`config.mk`:
```
export PLATFORM = sky130hd
export DESIGN_NAME = audio_sample_pacer
export DESIGN_NICKNAME = d
export VERILOG_FILES = /design/src/rtl/audio_pacer_pkg.sv /design/src/rtl/audio_channel_mixer.sv /design/src/rtl/audio_sample_pacer.sv
export SDC_FILE = /design/constraint.sdc
export NUM_CORES = 1
export LEC_CHECK = 0
export CORE_UTILIZATION = 45
export DETAILED_ROUTE_END_ITERATION = 10
export PLACE_DENSITY = 0.7
export REMOVE_ABC_BUFFERS = 1
export SKIP_LAST_GASP = 1
export SYNTH_ARGS = -nofsm -noshare
export SYNTH_HDL_FRONTEND = slang
export SYNTH_SLANG_ARGS = --single-unit
```
`constraint.sdc`:
```
create_clock -name clk -period 5.1 [get_ports clk]
set_clock_uncertainty 0.1 [all_clocks]
set_input_delay 1.02 -clock clk [delete_from_list [all_inputs] [get_ports clk]]
set_output_delay 1.02 -clock clk [all_outputs]
set_load 0.03 [all_outputs]
```
`src/rtl/audio_pacer_pkg.sv`:
```
// Shared definitions for the audio sample pacer: FSM state encoding,
// output mode encoding and the underrun counter width plus its
// saturating increment helper.
package audio_pacer_pkg;

   typedef enum logic [2:0] {
      IDLE    = 3'd0,
      COUNT   = 3'd1,
      READ    = 3'd2,
      CAPTURE = 3'd3,
      MIX     = 3'd4
   } pacer_state_t;

   localparam logic [1:0] MODE_AVG    = 2'd0;
   localparam logic [1:0] MODE_SINGLE = 2'd1;
   localparam logic [1:0] MODE_ADC    = 2'd2;
   localparam logic [1:0] MODE_MUTE   = 2'd3;

   localparam int UNDERRUN_W = 16;

   // Increment that sticks at all-ones instead of wrapping.
   function automatic logic [UNDERRUN_W-1:0] sat_inc(input logic [UNDERRUN_W-1:0] value);
      logic [UNDERRUN_W-1:0] result;
      if (value == {UNDERRUN_W{1'b1}}) begin
         result = value;
      end else begin
         result = value + {{(UNDERRUN_W-1){1'b0}}, 1'b1};
      end
      return result;
   endfunction

endpackage

```
`src/rtl/audio_channel_mixer.sv`:
```
// Combinational sample mixer: averages all channels, picks one channel,
// passes the ADC sample through or mutes, and truncates the chosen value
// to its top OUT_WIDTH bits. The caller registers the result.
module audio_channel_mixer
   import audio_pacer_pkg::*;
#(
   parameter int NUM_CH    = 2,
   parameter int IN_WIDTH  = 32,
   parameter int ADC_WIDTH = 24,
   parameter int OUT_WIDTH = 12,
   parameter int SEL_W     = 1
) (
   input  logic [NUM_CH*IN_WIDTH-1:0] ch_flat,
   input  logic [1:0]                 mode,
   input  logic [SEL_W-1:0]           chan_sel,
   input  logic [ADC_WIDTH-1:0]       adc_data,
   output logic [OUT_WIDTH-1:0]       mix_out
);

   localparam int LOG_CH = (NUM_CH > 1) ? $clog2(NUM_CH) : 0;
   localparam int SUM_W  = IN_WIDTH + LOG_CH;

   logic signed [SUM_W-1:0] sum_s;
   logic signed [SUM_W-1:0] avg_s;
   logic [IN_WIDTH-1:0]     single_word_s;
   int                      sel_idx_s;
   logic                    unused_s;

   // Sign-extended sum wide enough that no channel combination can overflow.
   always_comb begin
      sum_s = '0;
      for (int i = 0; i < NUM_CH; i++) begin
         sum_s = sum_s + SUM_W'($signed(ch_flat[i*IN_WIDTH +: IN_WIDTH]));
      end
      avg_s = sum_s >>> LOG_CH;
   end

   // Out-of-range channel selects fall back to channel 0.
   always_comb begin
      if (int'(chan_sel) < NUM_CH) begin
         sel_idx_s = int'(chan_sel);
      end else begin
         sel_idx_s = 0;
      end
      single_word_s = ch_flat[sel_idx_s*IN_WIDTH +: IN_WIDTH];
   end

   // Mode multiplexer; each source contributes only its top OUT_WIDTH bits.
   always_comb begin
      mix_out = '0;
      case (mode)
         MODE_AVG:    mix_out = avg_s[IN_WIDTH-1 -: OUT_WIDTH];
         MODE_SINGLE: mix_out = single_word_s[IN_WIDTH-1 -: OUT_WIDTH];
         MODE_ADC:    mix_out = adc_data[ADC_WIDTH-1 -: OUT_WIDTH];
         MODE_MUTE:   mix_out = '0;
         default:     mix_out = '0;
      endcase
   end

   // Low-order bits are deliberately dropped by the truncation above.
   assign unused_s = ^{avg_s, single_word_s, adc_data};

endmodule

```
`src/rtl/audio_sample_pacer.sv`:
```
// Frame pacer: every P = max(period, NUM_CH+3) cycles it reads one FIFO
// word per channel, mixes them and emits a held sample with a one-cycle
// valid pulse. Frame start to sample_valid latency is exactly P cycles.
// Optional feature macro: AUDIO_PACER_UNDERRUN_EN -- skip reads when the
// FIFO is empty, hold that channel, and count the missed slots.
module audio_sample_pacer
   import audio_pacer_pkg::*;
#(
   parameter int NUM_CH    = 2,
   parameter int IN_WIDTH  = 32,
   parameter int ADC_WIDTH = 24,
   parameter int OUT_WIDTH = 12,
   parameter int CNT_WIDTH = 16,
   parameter int SEL_W     = (NUM_CH > 1) ? $clog2(NUM_CH) : 1
) (
   input  logic                  clk,
   input  logic                  reset,
   input  logic                  enable,
   input  logic [CNT_WIDTH-1:0]  period,
   input  logic [1:0]            mode,
   input  logic [SEL_W-1:0]      chan_sel,
   input  logic [IN_WIDTH-1:0]   fifo_dout,
   input  logic                  fifo_empty,
   output logic                  fifo_rd_en,
   input  logic [ADC_WIDTH-1:0]  adc_data,
   output logic [OUT_WIDTH-1:0]  audio_data,
   output logic                  sample_valid,
   output logic [UNDERRUN_W-1:0] underrun_count
);

   localparam logic [CNT_WIDTH-1:0] MIN_P    = CNT_WIDTH'(NUM_CH + 3);
   localparam logic [CNT_WIDTH-1:0] CNT_ONE  = CNT_WIDTH'(1);
   localparam logic [SEL_W-1:0]     SEL_ONE  = SEL_W'(1);
   localparam logic [SEL_W-1:0]     SEL_LAST = SEL_W'(NUM_CH - 1);

   pacer_state_t                     state_r;
   pacer_state_t                     state_s;
   logic [CNT_WIDTH-1:0]             cnt_r;
   logic [CNT_WIDTH-1:0]             p_eff_r;
   logic [CNT_WIDTH-1:0]             period_eff_s;
   logic                             count_last_s;
   logic [SEL_W-1:0]                 slot_r;
   logic                             rd_en_s;
   logic                             underrun_slot_s;
   logic                             cap_en_r;
   logic [SEL_W-1:0]                 cap_idx_r;
   logic [NUM_CH-1:0][IN_WIDTH-1:0]  ch_r;
   logic [OUT_WIDTH-1:0]             mix_s;

   assign period_eff_s = (period < MIN_P) ? MIN_P : period;
   // The last NUM_CH+2 cycles of the frame belong to READ, CAPTURE and MIX.
   assign count_last_s = (cnt_r == (p_eff_r - MIN_P));
   assign fifo_rd_en   = rd_en_s;

   // Next-state and read-strobe decode; enable low always returns to IDLE.
   always_comb begin
      state_s         = state_r;
      rd_en_s         = 1'b0;
      underrun_slot_s = 1'b0;
      if (!enable) begin
         state_s = IDLE;
      end else begin
         case (state_r)
            IDLE:    state_s = COUNT;
            COUNT:   state_s = count_last_s ? READ : COUNT;
            READ: begin
`ifdef AUDIO_PACER_UNDERRUN_EN
               rd_en_s         = ~fifo_empty;
               underrun_slot_s = fifo_empty;
`else
               rd_en_s         = 1'b1;
               underrun_slot_s = 1'b0;
`endif
               state_s = (slot_r == SEL_LAST) ? CAPTURE : READ;
            end
            CAPTURE: state_s = MIX;
            MIX:     state_s = COUNT;
            default: state_s = IDLE;
         endcase
      end
   end

   // State register, frame counter, period latch and read-slot index.
   always_ff @(posedge clk) begin
      if (reset) begin
         state_r <= IDLE;
         cnt_r   <= '0;
         p_eff_r <= MIN_P;
         slot_r  <= '0;
      end else begin
         state_r <= state_s;
         if ((state_s == COUNT) && (state_r != COUNT)) begin
            cnt_r   <= '0;
            p_eff_r <= period_eff_s;
         end else if (state_s == IDLE) begin
            cnt_r   <= '0;
         end else begin
            cnt_r   <= cnt_r + CNT_ONE;
         end
         if ((state_r == READ) && (state_s == READ)) begin
            slot_r <= slot_r + SEL_ONE;
         end else begin
            slot_r <= '0;
         end
      end
   end

   // FIFO data is valid the cycle after rd_en, so capture is one cycle behind.
   always_ff @(posedge clk) begin
      if (reset) begin
         cap_en_r  <= 1'b0;
         cap_idx_r <= '0;
         ch_r      <= '0;
      end else begin
         cap_en_r  <= rd_en_s;
         cap_idx_r <= slot_r;
         if (cap_en_r) begin
            ch_r[cap_idx_r] <= fifo_dout;
         end
      end
   end

   audio_channel_mixer #(
      .NUM_CH    (NUM_CH),
      .IN_WIDTH  (IN_WIDTH),
      .ADC_WIDTH (ADC_WIDTH),
      .OUT_WIDTH (OUT_WIDTH),
      .SEL_W     (SEL_W)
   ) u_mixer (
      .ch_flat  (ch_r),
      .mode     (mode),
      .chan_sel (chan_sel),
      .adc_data (adc_data),
      .mix_out  (mix_s)
   );

   // Output register: loads the mix result when MIX completes a full frame.
   always_ff @(posedge clk) begin
      if (reset) begin
         audio_data   <= '0;
         sample_valid <= 1'b0;
      end else if ((state_r == MIX) && enable) begin
         audio_data   <= mix_s;
         sample_valid <= 1'b1;
      end else begin
         sample_valid <= 1'b0;
      end
   end

`ifdef AUDIO_PACER_UNDERRUN_EN
   // Saturating count of read slots that found the FIFO empty.
   always_ff @(posedge clk) begin
      if (reset) begin
         underrun_count <= '0;
      end else if (underrun_slot_s) begin
         underrun_count <= sat_inc(underrun_count);
      end
   end
`else
   logic unused_s;
   assign unused_s       = fifo_empty ^ underrun_slot_s;
   assign underrun_count = '0;
`endif

endmodule

```
### Routing congestion, run 1

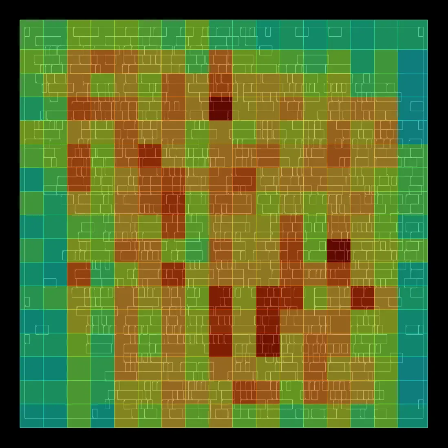
Final Util: 0.567
wire per inst: 15.0 um
grt met3 use: 0.0512
layer with the highest usage: met2

### M2 wires, run 1

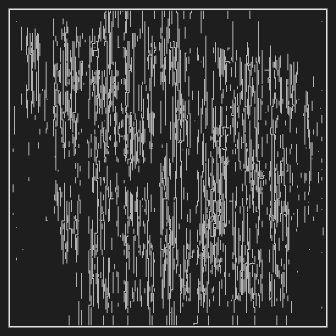
- main direction: vertical
- share of all routed wire: 48%
- nets with wire on the layer: 758

==> impl_metrics.csv, run 1 <==
group,metric,value,unit
cells_and_area,final_common_cell,"nand2_1",
sta,worst_pin_slew,1.14,ns
logic_synthesis,ff_type,"dfxtp_1",
global_route,grt_pass1_wl,25800,um
place,preCtsSetupSlack,1.44,ns
clock_network,postCtsSetupRepairBufs,0,
sta,rsz0062_at_grt,"no",
worst_setup_path,critPathBufInv,2,
global_route,grt_max_degree,40,
worst_hold_path,hold_path_depth,1,
worst_setup_path,crit_family,"buffers and inverters",
worst_setup_path,critical_path_arrival,2.55,ns
worst_setup_path,cp-end-kind,"primary output",
logic_synthesis,top_area_cell,"dfxtp_1",
worst_setup_path,crit_chain,"clkdlybuf4s50_1 -> nor4bb_1 -> clkdlybuf4s50_1",
logic_synthesis,ys_cells,769,
pwr,power.total,2.16,mW
global_route,grt_antenna_before_repair,0,
logic_synthesis,netlist_instances,769,
global_route,first_global_vias,5469,
run_status,status,"completed",
die,die_w,119,um
logic_synthesis,synth_warnings,0,
cells_and_area,drive_gt1_frac,0.0601,
place,port_buffers,79,
worst_setup_path,worst_path_largest_cell_delay,0.72,ns
clock_network,holdBufCountCts,0,
### Local utilization, run 1

Bar = 20 um. 12 x 12 tiles, from black (low) to pale yellow (high), 0 to 100% covered.
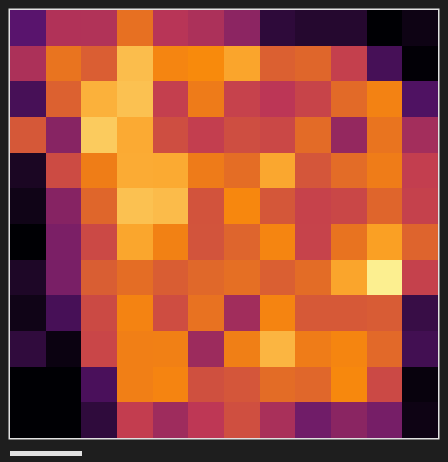
- fullest tile: 97%
- mean over tiles: 52%
- emptiest ninth of the die: bottom left
- nearly empty tiles: 4.9%
- tiles over 75% full: 11%

run 1: final cells by class:
type / instances / area (um^2) / share of cell area
multi-input cells: 604 / 3610 / 0.479
clock buffers: 20 / 457 / 0.0606
inverters: 11 / 41.3 / 0.00548
well taps: 176 / 220 / 0.0292
repair buffers: 86 / 838 / 0.111
flip-flops and latches: 115 / 2300 / 0.306
clock inverters: 12 / 65.1 / 0.00864
run 1: state kept, by name, indices dropped and copies added, names as in the netlist:
name,count
audio_data,12
slot_r,1
cap_en_r,1
state_r,3
cnt_r,16
sample_valid,1
ch_r,64
cap_idx_r,1
p_eff_r,16
run 1: worst paths after layout:
path / startpoint / end / slack (ns)
hold / removal: slot_r$_SDFF_PP0_ / slot_r$_SDFF_PP0_ / 0.35
setup / recovery: enable / fifo_rd_en / 1.43
hold reg to reg: slot_r$_SDFF_PP0_ / slot_r$_SDFF_PP0_ / 0.35
setup reg to reg: ch_r[53]$_SDFFE_PP0P_ / audio_data[1]$_SDFFE_PP0P_ / 2.01
run 1: through the flow:
stage	instance area (um^2)	hold WS, ns
2_1_floorplan	5950	0.307
3_3_place_gp	7010	0.321
3_5_place_dp	7010	0.331
4_1_cts	7530	0.347
5_1_grt	7530	0.375
6_report	7530	0.347
run 1: synthesized netlist by cell type (all sizes together), types with 13 or more instances:
cell type / n
a21oi: 95
nand2: 153
clkbuf: 32
nand3: 22
o21ai: 25
xnor2: 23
dfxtp: 115
ha: 33
buf: 21
nor3: 13
xor2: 19
nor2: 53
mux2i: 18
run 1: per-layer routing:
layer | up-vias | share of wire | GRT usage
li1 | 2820 | - | -
met1 | 2600 | 0.46 | 0.287
met2 | 126 | 0.48 | 0.379
met3 | 21 | 0.043 | 0.0512
met4 | 0 | 0.017 | 0.0973
met5 | - | 0 | 0
run 1: power breakdown:
| group | internal [mW] | switching (mW) | leakage, nW |
|---|---|---|---|
| clock network | 0.634 | 0.410 | 0.264 |
| registers | 0.910 | 0.0159 | 0.929 |
| logic | 0.0900 | 0.0962 | 1.73 |
| total | 1.63 | 0.522 | 2.92 |
run 1: kinds of logic after synthesis:
kind of cell / count (synthesis) / synth area share
multiplexers: 18 / 0.0292
AND-OR/OR-AND: 193 / 0.195
AND/OR/NAND/NOR: 302 / 0.224
XOR/XNOR: 42 / 0.0597
buffers and inverters: 65 / 0.0507
other: 1 / 0.000608
flip-flops: 115 / 0.373
adder cells (fa/ha/maj): 33 / 0.0670
### Signal metal coverage by tile, run 1

Bar = 20 um. 24 x 24 tiles, from black (low) to pale yellow (high), scaled to the fullest tile. Values are wire area over tile area, all layers added.
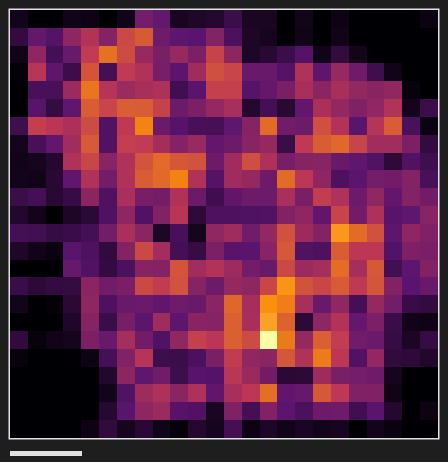

## Run 2: what changed since run 1
==> constraint.sdc (replaced) <==
create_clock -name clk -period 3.45 [get_ports clk]
set_clock_uncertainty 0.1 [all_clocks]
set_input_delay 0.69 -clock clk [delete_from_list [all_inputs] [get_ports clk]]
set_output_delay 0.69 -clock clk [all_outputs]
set_load 0.03 [all_outputs]
### Signal metal coverage by tile, run 2

Bar = 20 um. 24 x 24 tiles, from black (low) to pale yellow (high), scaled to the fullest tile. Values are wire area over tile area, all layers added.
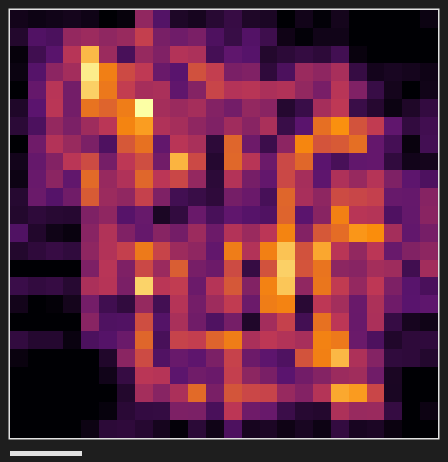
- emptiest ninth of the die: bottom left
- fullest tile: 0.59
- mean over tiles: 0.18
- tiles over half the peak: 18%

### Local utilization, run 2

Bar = 20 um. 12 x 12 tiles, from black (low) to pale yellow (high), 0 to 100% covered.
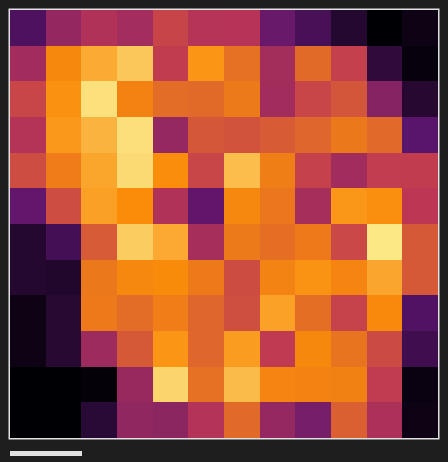
Core ar.: 13300 um^2
Final Util: 0.577
Core Density at Floorplan: 0.464

### Routing congestion, run 2

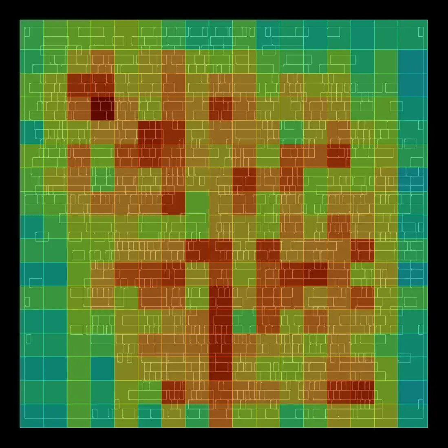
M1 GR Usage: 0.282
grt met2 use: 0.396
grt met3 use: 0.0556
wire per inst: 15.4 um
Total GRT Usage: 0.236

==> run 2 against run 1 <==
  * Combinational power is about 50% higher
  * Synthesized cell count did not move
  * Via count up 2.3%
  * Critical path type is now reg2reg
  * Routed wire length rose by 3.3%
  * Critical endpoint is now audio_data[8]$_SDFFE_PP0P_
  * Core utilization grew 1.0 points
==> impl_metrics.csv, run 2 <==
group,metric,value,unit
worst_setup_path,required,3.65,ns
cells_and_area,stdcell_area,7670,um^2
worst_setup_path,critical_path_arrival,3.28,ns
worst_setup_path,crit_family,"AND-OR/OR-AND gates",
global_route,first_global_vias,5488,
worst_setup_path,worst_path_largest_cell_delay,0.59,ns
cells_and_area,final_common_cell,"nand2_1",
worst_setup_path,critPathBufInv,0,
worst_hold_path,min_to,"slot_r$_SDFF_PP0_",
logic_synthesis,synth_warnings,0,
cells_and_area,drive_gt1_frac,0.0601,
cells_and_area,largest_reg_flops,64,
global_route,grt_max_degree,54,
logic_synthesis,ys_cells,769,
global_route,grt_pass1_wl,26300,um
global_route,grt_antenna_before_repair,0,
logic_synthesis,top_area_cell,"dfxtp_1",
die,die_w,119,um
cells_and_area,reg_top3,"ch_r (64), cnt_r (16), p_eff_r (16)",
logic_synthesis,common_cells,"nand2_1 (153), dfxtp_1 (115), a21oi_1 (94)",
run_status,status,"completed",
sta,finalSetupTns,0,ns
logic_synthesis,yosysMostFrequentCell,"nand2_1",
worst_setup_path,r2r-start,"ch_r[20]$_SDFFE_PP0P_",
clock_network,holdBufCountCts,0,
drt,drc,0,
sta,rsz0062_at_grt,"no",
worst_setup_path,cp-end-kind,"flop",
cells_and_area,comb_area,3610,um^2
worst_setup_path,reg2reg_slack,0.37,ns
sta,worst_pin_slew,1.29,ns
place,port_buffers,79,
worst_setup_path,rr_endpoint,"audio_data[8]$_SDFFE_PP0P_",
logic_synthesis,ff_type,"dfxtp_1",
cells_and_area,seq_area,2300,um^2
worst_hold_path,hp-start,"slot_r$_SDFF_PP0_",
worst_hold_path,min_path_type,"reg2reg",
sta,hold_violations,0,
cells_and_area,top_register,"ch_r",
worst_setup_path,crit_chain,"ha_1 -> a21oi_1 -> nand2_1 -> a2111oi_1 -> a31oi_1 -> a21o_1 -> a21oi_2 -> nor4bb_1 -> or3_1",
## run 2: cell counts after synthesis
Identical to the previous run, type by type.
## run 2: worst max-delay path by stage
| stage | from | to | slack (ns) | depth (start not counted) |
|---|---|---|---|---|
| final | ch_r[20]$_SDFFE_PP0P_ | audio_data[8]$_SDFFE_PP0P_ | 0.37 | 9 |
| after global placement | enable | fifo_rd_en | 0.47 | 3 |
| after global routing | ch_r[20]$_SDFFE_PP0P_ | audio_data[8]$_SDFFE_PP0P_ | 0.22 | 9 |
| after CTS | ch_r[20]$_SDFFE_PP0P_ | audio_data[8]$_SDFFE_PP0P_ | 0.42 | 9 |
| after floorplan | ch_r[20]$_SDFFE_PP0P_ | audio_data[8]$_SDFFE_PP0P_ | 0.85 | 9 |
| after detailed placement | ch_r[20]$_SDFFE_PP0P_ | audio_data[8]$_SDFFE_PP0P_ | 0.44 | 9 |
## run 2: cell families (layout without fill, tap and decap cells)
group,Yosys count,in the layout,share of synthesized area
muxes,18,18,0.0292
other,1,16,0.000608
AOI/OAI and AO/OA,193,193,0.195
buffers and inverters,65,130,0.0507
adders and majority gates,33,33,0.0670
xor gates and xnor gates,42,42,0.0597
DFF,115,115,0.373
and+or+nand+nor,302,302,0.224
## run 2: cell type report
class / instances / area share
multi-input cells: 604 / 0.471
flip-flops and latches: 115 / 0.300
well taps: 176 / 0.0287
clock inverters: 10 / 0.0235
inverters: 11 / 0.00539
clock buffers: 21 / 0.0601
repair buffers: 88 / 0.111
## run 2: where the power goes
| group | total, mW | leakage (nW) | internal [mW] | switching, mW |
|---|---|---|---|---|
| Clock | 1.92 | 0.309 | 1.31 | 0.608 |
| Sequential | 1.37 | 0.929 | 1.35 | 0.0231 |
| Combinational | 0.279 | 1.74 | 0.134 | 0.145 |
## run 2: per-layer routing
layer | vias to the layer above | part of all wire | global-route usage
li1 | 2825 | - | -
met1 | 2653 | 0.45 | 0.282
met2 | 181 | 0.48 | 0.396
met3 | 38 | 0.051 | 0.0556
met4 | 0 | 0.026 | 0.112
met5 | - | 0 | 0
## run 2: stage by stage
step	utilization	power, mW	hold slack [ns]	worst slack, ns	instances
floorplan	-	1.53	0.307	0.846	730
global placement	0.529	1.66	0.322	0.465	994
detailed placement	0.529	1.67	0.338	0.436	994
CTS	0.577	3.58	0.339	0.418	1025
global route	0.577	3.67	0.365	0.224	1025
finish	0.577	3.56	0.342	0.368	1025
Power figures rest on the tool's default switching activity, not on a simulated workload.
